==> images/congestion.png <==
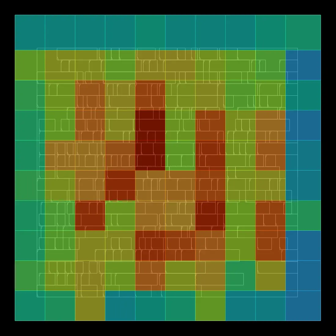
==> images/placement_by_type.png <==
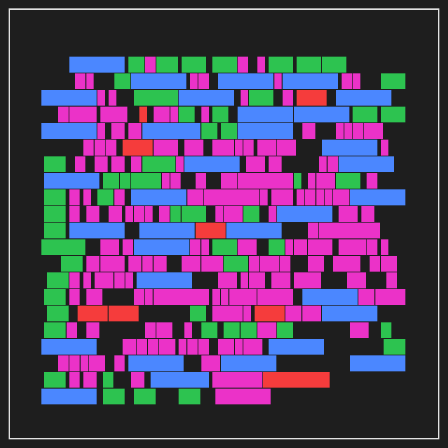
==> images/power_grid.png <==
Scale bar: 20 um. Pins as bars on the die edge.
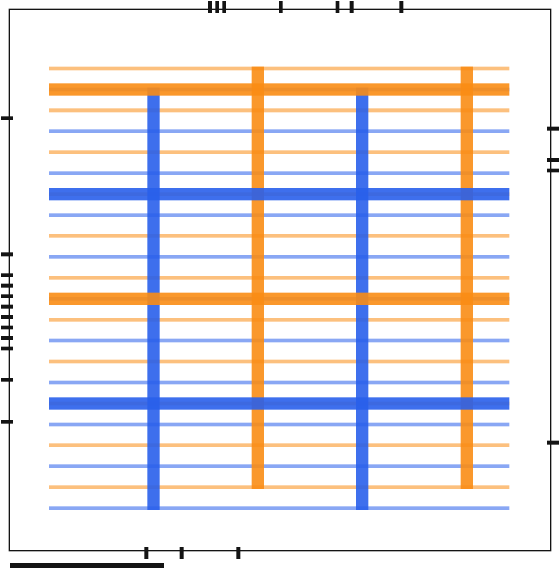
==> images/clk_routes.png <==
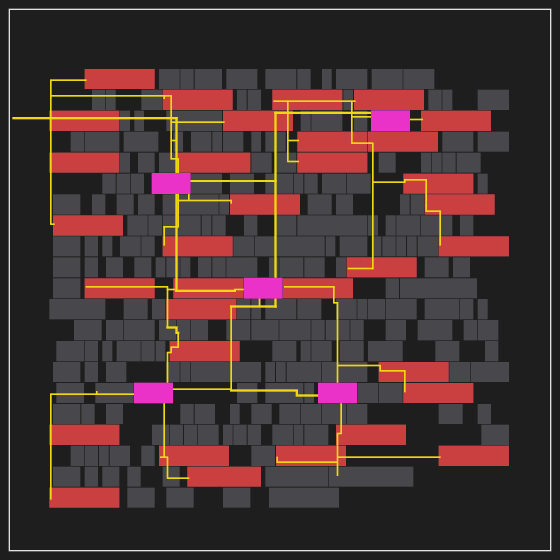
==> config.mk <==
export PLATFORM = sky130hd
export DESIGN_NAME = seq_mul_add_flat
export DESIGN_NICKNAME = d
export VERILOG_FILES = /design/src/rtl/seq_mul_add_pkg.sv /design/src/rtl/seq_mul_add_if.sv /design/src/rtl/seq_mul_add_step.sv /design/src/rtl/seq_mul_add.sv /design/src/flat_wrapper.sv
export SDC_FILE = /design/constraint.sdc
export NUM_CORES = 1
export LEC_CHECK = 0
export CORE_MARGIN = 5
export CORE_UTILIZATION = 51
export CTS_BUF_LIST = sky130_fd_sc_hd__clkbuf_8
export DETAILED_ROUTE_END_ITERATION = 8
export GPL_TIMING_DRIVEN = 0
export HOLD_SLACK_MARGIN = 0.12
export PLACE_DENSITY = 0.77
export SETUP_SLACK_MARGIN = 0.5
export SYNTH_ARGS = -nofsm -noshare
export SYNTH_HDL_FRONTEND = slang
export SYNTH_SLANG_ARGS = --single-unit
==> constraint.sdc <==
create_clock -name clk -period 2 [get_ports clk]
set_input_delay 0.2 -clock clk [delete_from_list [all_inputs] [get_ports clk]]
set_output_delay 0.2 -clock clk [all_outputs]
set_load 0.1 [all_outputs]
==> reports/results.ini <==
[timing]
finalSetupViolCount = 1
rsz0062_at_grt = true
slew_headroom_pct = 50.1
fin_ws_ps = -41.2
max_slew.worst_pin.slew_ps = 748

[critical_path]
cp-start-kind = register

[place]
dp_hpwl_um = 3160
place_area_sq_mm = 0.00217
place.gp.congestion = 0.759

[detailed_routing]
ant_nets = 0
first_iter_violations = 116

[finish]
largest_cell_class = multi-input combinational cells
clockBufferCount = 6
mostFrequentLayoutCell = dfrtp_1
fillers = 233
buffers = 52

[synth]
async_flop_share_pct = 100
post-synth-top-area-fraction_pct = 44.7
top_logic_kind = AND-OR/OR-AND gates
yosysTopAreaCell = dfrtp_1
ff_type = dfrtp_1
synth_area_sq_mm = 0.00185
fp_nets = 231
yosys_cells = 205
synth_flops = 33

[global_route]
grt.met2_usage_pct = 32.1
grt_pass1_wl_um = 7800
grt-ovfl-total = 0
top_usage_layer = met2
antenna_found_initial = 0

[clock_network]
h-tree-depth = 2
cts_root_buf = clkbuf_8
cts_tree = built
cts.repair.resized = 69
cts_sinks = 33
clk_path_buf_depth = 2

[die]
chipArea_sq_mm = 0.00492

[outcome]
violations = setup timing
status = finished with violations

Notes on congestion.png above:
Routed WL per cell: 15.9 um
total track usage: 20.0%
Finished Core Util: 76.8%

Notes on placement_by_type.png above:
class	color	cells	share of their area
combinational and other logic	magenta	162	44%
clock drivers and dummy loads	red	8	4.5%
other buffers and delay cells	green	52	20%
flops	blue	33	32%
row cnt: 21
core footprint: 0.00342 sq mm

Notes on power_grid.png above:
net	color
VSS	blue
VDD	orange
signal pins	26
met4 straps	4
met1 rails	22
met5 straps	4
Die Height: 70.2 um
VDD IR max: 785 uV
Die X: 70.2 um

Notes on clk_routes.png above:
[clock drivers] magenta | count: 5
[flip-flops] red | count: 33
[clock wires] yellow | length: 451 um
flops lie	widely spread
routed clock nets	6
Worst Clk Skew: 2.60 ps
Clock net power: 645 uW
clk_lat worst skew: 290 ps
Clock Power Share: 13.3%

Power figures rest on the tool's default switching activity, not on a simulated workload.
